==> config.mk <==
export PLATFORM = sky130hd
export DESIGN_NAME = mul_result_buffer
export DESIGN_NICKNAME = d
export VERILOG_FILES = /design/src/rtl/mul_result_buffer.sv
export SDC_FILE = /design/constraint.sdc
export NUM_CORES = 1
export LEC_CHECK = 0
export CORE_MARGIN = 1
export CORE_UTILIZATION = 40
export CTS_CLUSTER_DIAMETER = 80
export CTS_CLUSTER_SIZE = 28
export DETAILED_ROUTE_END_ITERATION = 7
export SLEW_MARGIN = 25
export SYNTH_ARGS = -nofsm -noshare
export SYNTH_HDL_FRONTEND = slang
export SYNTH_SLANG_ARGS = --single-unit
==> constraint.sdc <==
create_clock -name clk -period 10.6 [get_ports clk]
set_clock_uncertainty 0.2 [all_clocks]
set_input_delay 1.06 -clock clk [delete_from_list [all_inputs] [get_ports clk]]
set_output_delay 1.06 -clock clk [all_outputs]
set_load 0.005 [all_outputs]
==> src/rtl/mul_result_buffer.sv <==
// Tag pipe and result FIFO behind the pipelined multiplier. It stalls the multiplier when writeback backs up.
// Optional MUL_RESULT_BYPASS_EN: an empty FIFO shows a capture on wb_* in the same cycle.
module mul_result_buffer #(
  parameter int LATENCY = 3,
  parameter int DEPTH   = 4
) (
  input  logic                   clk,
  input  logic                   rst_n,
  input  logic                   stall_in,
  input  logic                   issue_valid,
  input  logic [4:0]             issue_rd,
  output logic                   mul_stall,
  input  logic [31:0]            mul_ans,
  output logic                   wb_valid,
  input  logic                   wb_ready,
  output logic [4:0]             wb_rd,
  output logic [31:0]            wb_data,
  output logic [$clog2(DEPTH):0] count,
  input  logic [4:0]             rd_query,
  output logic                   rd_pending
);
  localparam int AW = $clog2(DEPTH);

  logic [LATENCY-1:0] tag_valid;
  logic [4:0]         tag_rd [LATENCY];
  logic [4:0]         fifo_rd [DEPTH];
  logic [31:0]        fifo_data [DEPTH];
  logic [AW-1:0]      wr_ptr, rd_ptr;
  logic               full, empty, capture, push, pop;

  assign full  = (count == (AW+1)'(DEPTH));
  assign empty = (count == '0);

  // A full FIFO always shows a valid head, so pop == wb_ready here.
  // This keeps wb_valid out of the stall path.
  assign mul_stall = stall_in | (full & ~wb_ready);

  assign capture = ~mul_stall & tag_valid[LATENCY-1] & (tag_rd[LATENCY-1] != 5'd0);

`ifdef MUL_RESULT_BYPASS_EN
  logic bypass;
  assign bypass   = empty & capture;
  assign wb_valid = ~empty | capture;
  assign wb_rd    = bypass ? tag_rd[LATENCY-1] : fifo_rd[rd_ptr];
  assign wb_data  = bypass ? mul_ans : fifo_data[rd_ptr];
  assign pop      = ~empty & wb_ready;
  assign push     = capture & ~(bypass & wb_ready);
`else
  assign wb_valid = ~empty;
  assign wb_rd    = fifo_rd[rd_ptr];
  assign wb_data  = fifo_data[rd_ptr];
  assign pop      = wb_valid & wb_ready;
  assign push     = capture;
`endif

  // The tag pipe moves in lockstep with the multiplier's own enable.
  always_ff @(posedge clk or negedge rst_n) begin
    if (!rst_n) begin
      tag_valid <= '0;
    end else if (!mul_stall) begin
      tag_valid[0] <= issue_valid;
      for (int i = 1; i < LATENCY; i++) tag_valid[i] <= tag_valid[i-1];
    end
  end

  always_ff @(posedge clk) begin
    if (!mul_stall) begin
      tag_rd[0] <= issue_rd;
      for (int i = 1; i < LATENCY; i++) tag_rd[i] <= tag_rd[i-1];
    end
  end

  always_ff @(posedge clk) begin
    if (push) begin
      fifo_rd[wr_ptr]   <= tag_rd[LATENCY-1];
      fifo_data[wr_ptr] <= mul_ans;
    end
  end

  always_ff @(posedge clk or negedge rst_n) begin
    if (!rst_n) begin
      wr_ptr <= '0;
      rd_ptr <= '0;
      count  <= '0;
    end else begin
      if (push) wr_ptr <= wr_ptr + AW'(1);
      if (pop)  rd_ptr <= rd_ptr + AW'(1);
      case ({push, pop})
        2'b10:   count <= count + (AW+1)'(1);
        2'b01:   count <= count - (AW+1)'(1);
        default: count <= count;
      endcase
    end
  end

  logic hit;
  always_comb begin
    hit = issue_valid & (issue_rd == rd_query);
    for (int i = 0; i < LATENCY; i++)
      hit = hit | (tag_valid[i] & (tag_rd[i] == rd_query));
    for (int i = 0; i < DEPTH; i++)
      if ((AW+1)'(i) < count)
        hit = hit | (fifo_rd[rd_ptr + AW'(i)] == rd_query);
    rd_pending = hit & (rd_query != 5'd0);
  end

endmodule

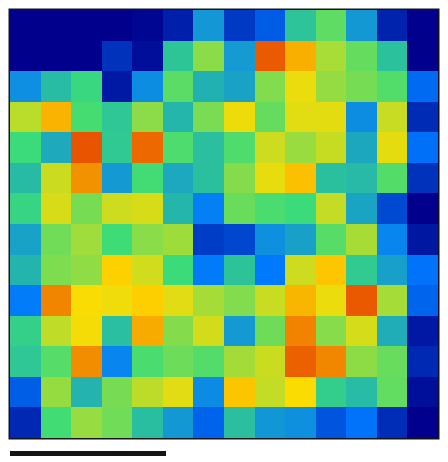
*Cell area per tile, run 1*
Scale bar: 50 um. The die is cut into 14 by 14 equal tiles; dark blue is low, red is high, 0 to 100% covered.
nearly empty tiles = 6.1%
tiles over 75% full = 9.7%
emptiest ninth of the die = north-west
fullest tile = 91%
mean over tiles = 47%
core region area: 17500 um^2
FP Util: 41.4%
post-route core utilization: 51.5%

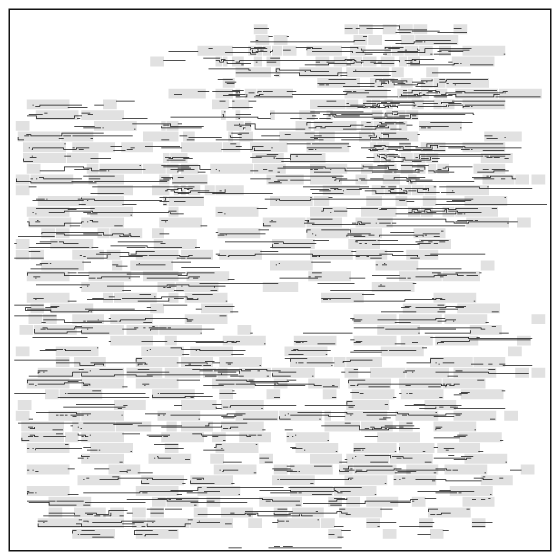
*Signal wires on met1, run 1*
Cells faint in the background.
share of all routed wire = 45%
wire length on this layer = 6080 um
nets with wire on the layer = 455
longest straight run = 41.2 um
main direction = horizontal
total via count in the routed design: 3557
Detailed Route WL: 13600 um
routing usage on met1: 20.7%

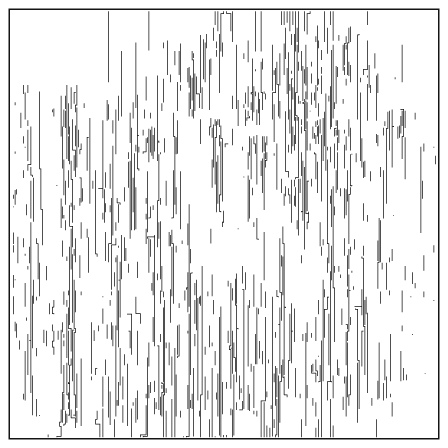
*Met2 routing, run 1*
nets with wire on the layer = 449
wire length on this layer = 6820 um
share of all routed wire = 50%
longest straight run = 54.4 um
main direction = vertical

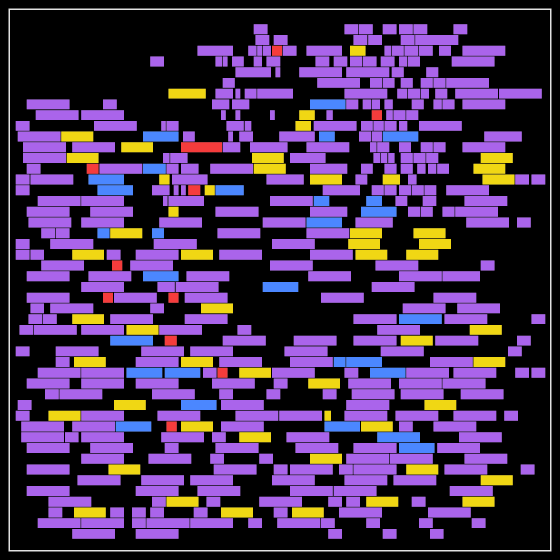
*Sizing map, run 1*
drive 3 to 4 -> red  # cells 11, most used buf_4
drive 6 and up -> blue  # cells 28, most used clkbuf_16
drive 1 or less -> purple  # cells 364, most used edfxtp_1
drive 2 -> yellow  # cells 53, most used mux4_2

==> notes.org, run 1 <==
* Flow results

** Status
- Result of the run :: finished, final reports clean

** Detailed routing
- Routed wl met2 :: 6820 um
- Met3 wire length :: 478 um

** Finish
- Ranked by flip-flop count, first place goes to fifo_data.
- The layout report lists the combined flip-flop and latch area as 5150 um^2.
- In the final layout, the clock buffer count is 17.
- Count of non-CTS buffers in the layout :: 95
- Diodes inserted :: 0
- Dominant kind of cell by area :: sequential cells
- The library cells used most frequently in the layout, excluding fill and tap cells, are sky130_fd_sc_hd__edfxtp_1, sky130_fd_sc_hd__clkdlybuf4s50_1, sky130_fd_sc_hd__mux4_2.
- Inverters :: 7
- The number of multi-input combinational cells in the layout is 149.
- Final clock-cell share :: 6.97%

** Floorplan
- IO Pins :: 90
- # Taps :: 225
- Measured along the y axis, the die boundary spans 137 um.

** Run
- The stage logs contain a warning count of 32.
- The run reported a max-capacitance violation count of 0.

** Critical path
- WP buf/inv :: 2
- The worst register-to-register path depth is 8.
- R2R Setup Slk :: 7.23 ns
- Worst-path fanout max :: 41
- CP startpoint :: rd_ptr[1]$_DFFE_PN0P_

** Placed design
- At the placement stage, the worst setup path has a slack of 6.04 ns.
- Post-detailed-placement half-perimeter wirelength :: 8430 um

** Clock tree
- TritonCTS Buffers :: 17
- CTS built an H-tree with a depth of 4.
- TritonCTS clock tree :: built

** Final timing
- Final Hold Violating Endpoints :: 0
- Slew at the pin with the worst max-slew slack :: 0.621 ns

** GRT
- The first global-routing pass estimated 21500 um of wire.
- Global routing consumed, on the met3 layer, 3.74% of the routing resources.
- Number of global-route vias before repair :: 3773
- The number of antenna violations at the first check in global routing came to 0.

** Yosys
- A synthesized cell averages 21.0 um^2.
- Adder-cell area share of the yosys netlist :: 1.55%
- Dominant register cell :: sky130_fd_sc_hd__edfxtp_1
- Of all cell types, the one taking the most synthesized area is sky130_fd_sc_hd__edfxtp_1.
- Aoi share :: 0.861%
- Share of Yosys cell area claimed by the top area cell type :: 67.4%

** Power and ir drop
- Clk power :: 0.000654 W
- Max VDD drop :: 0.149 mV
==> run 2: changes to the inputs <==
- clock period: 10.6 -> 5 ns (I/O delays scaled with it)
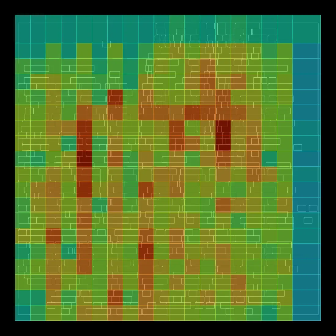
*Congestion heat map, run 2*
GRT met3 Usage: 3.19%
routing usage on met1: 20.1%
post-route core utilization: 51.3%
average routed wire per standard cell: 19.9 um

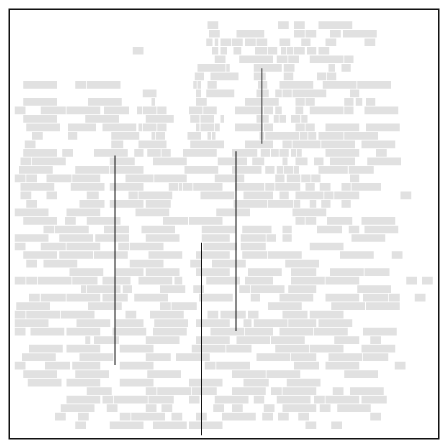
*Met4 routing, run 2*
Cells faint in the background.
share of all routed wire = 1.6%
wire length on this layer = 209 um

==> notes.org, run 2 <==
* Flow results

** Detailed routing
- The total wirelength of the detailed-routed design was 13500 um (-0.48%).
- Met3 wire length :: 591 um (+24%)
- Total via count in the routed design :: 3534 (-0.65%)

** Critical path
- Depth of the worst register-to-register path :: 7 (-1)
- The flop-to-flop setup slack was 1.91 ns (-5.32 ns).
- The number of buffers and inverters on the critical path came to 1 (-1).

** Yosys
- Share of Yosys cell area claimed by the top area cell type :: 67.4% (unchanged)
- Dominant cell type by area after synthesis :: sky130_fd_sc_hd__edfxtp_1
- Adder-cell area share of the yosys netlist :: 1.55% (unchanged)
- Dominant register cell :: sky130_fd_sc_hd__edfxtp_1

** Power and ir drop
- The power drawn by the clock network is 0.00139 W (+110%).

** Finish
- Sequential cell area :: 5150 um^2 (unchanged)
- Inverters :: 7 (unchanged)
- Looking at the area split, the leading class of cells is sequential cells.
- Total of clock buffers placed in the layout :: 17 (unchanged)
- The count of plain and timing-repair buffers in the layout came to 92 (-3.2%).
- Final clock-cell share :: 6.94% (-0.028 points)
- Diodes inserted :: 0 (unchanged)
- The count of multi-input gates came to 149 (unchanged).

** GRT
- Global-route wire length before repair :: 21000 um (-2.3%)
- The via count of the first global-routing pass was 3749 (-0.64%).

** Status
- The run finished with clean final reports.

** Clock tree
- H-Tree Depth :: 4 (unchanged)
- TritonCTS clock tree :: built
- TritonCTS Buffers :: 17 (unchanged)

** Placed design
- Post-detailed-placement half-perimeter wirelength :: 8260 um (-2.0%)

** Floorplan
- The tap cell instance count is 225 (unchanged).
- IO Pins :: 90 (unchanged)

** Final timing
- The final count of hold timing violations came to 0 (unchanged).
Power and IR drop assume default switching activity.
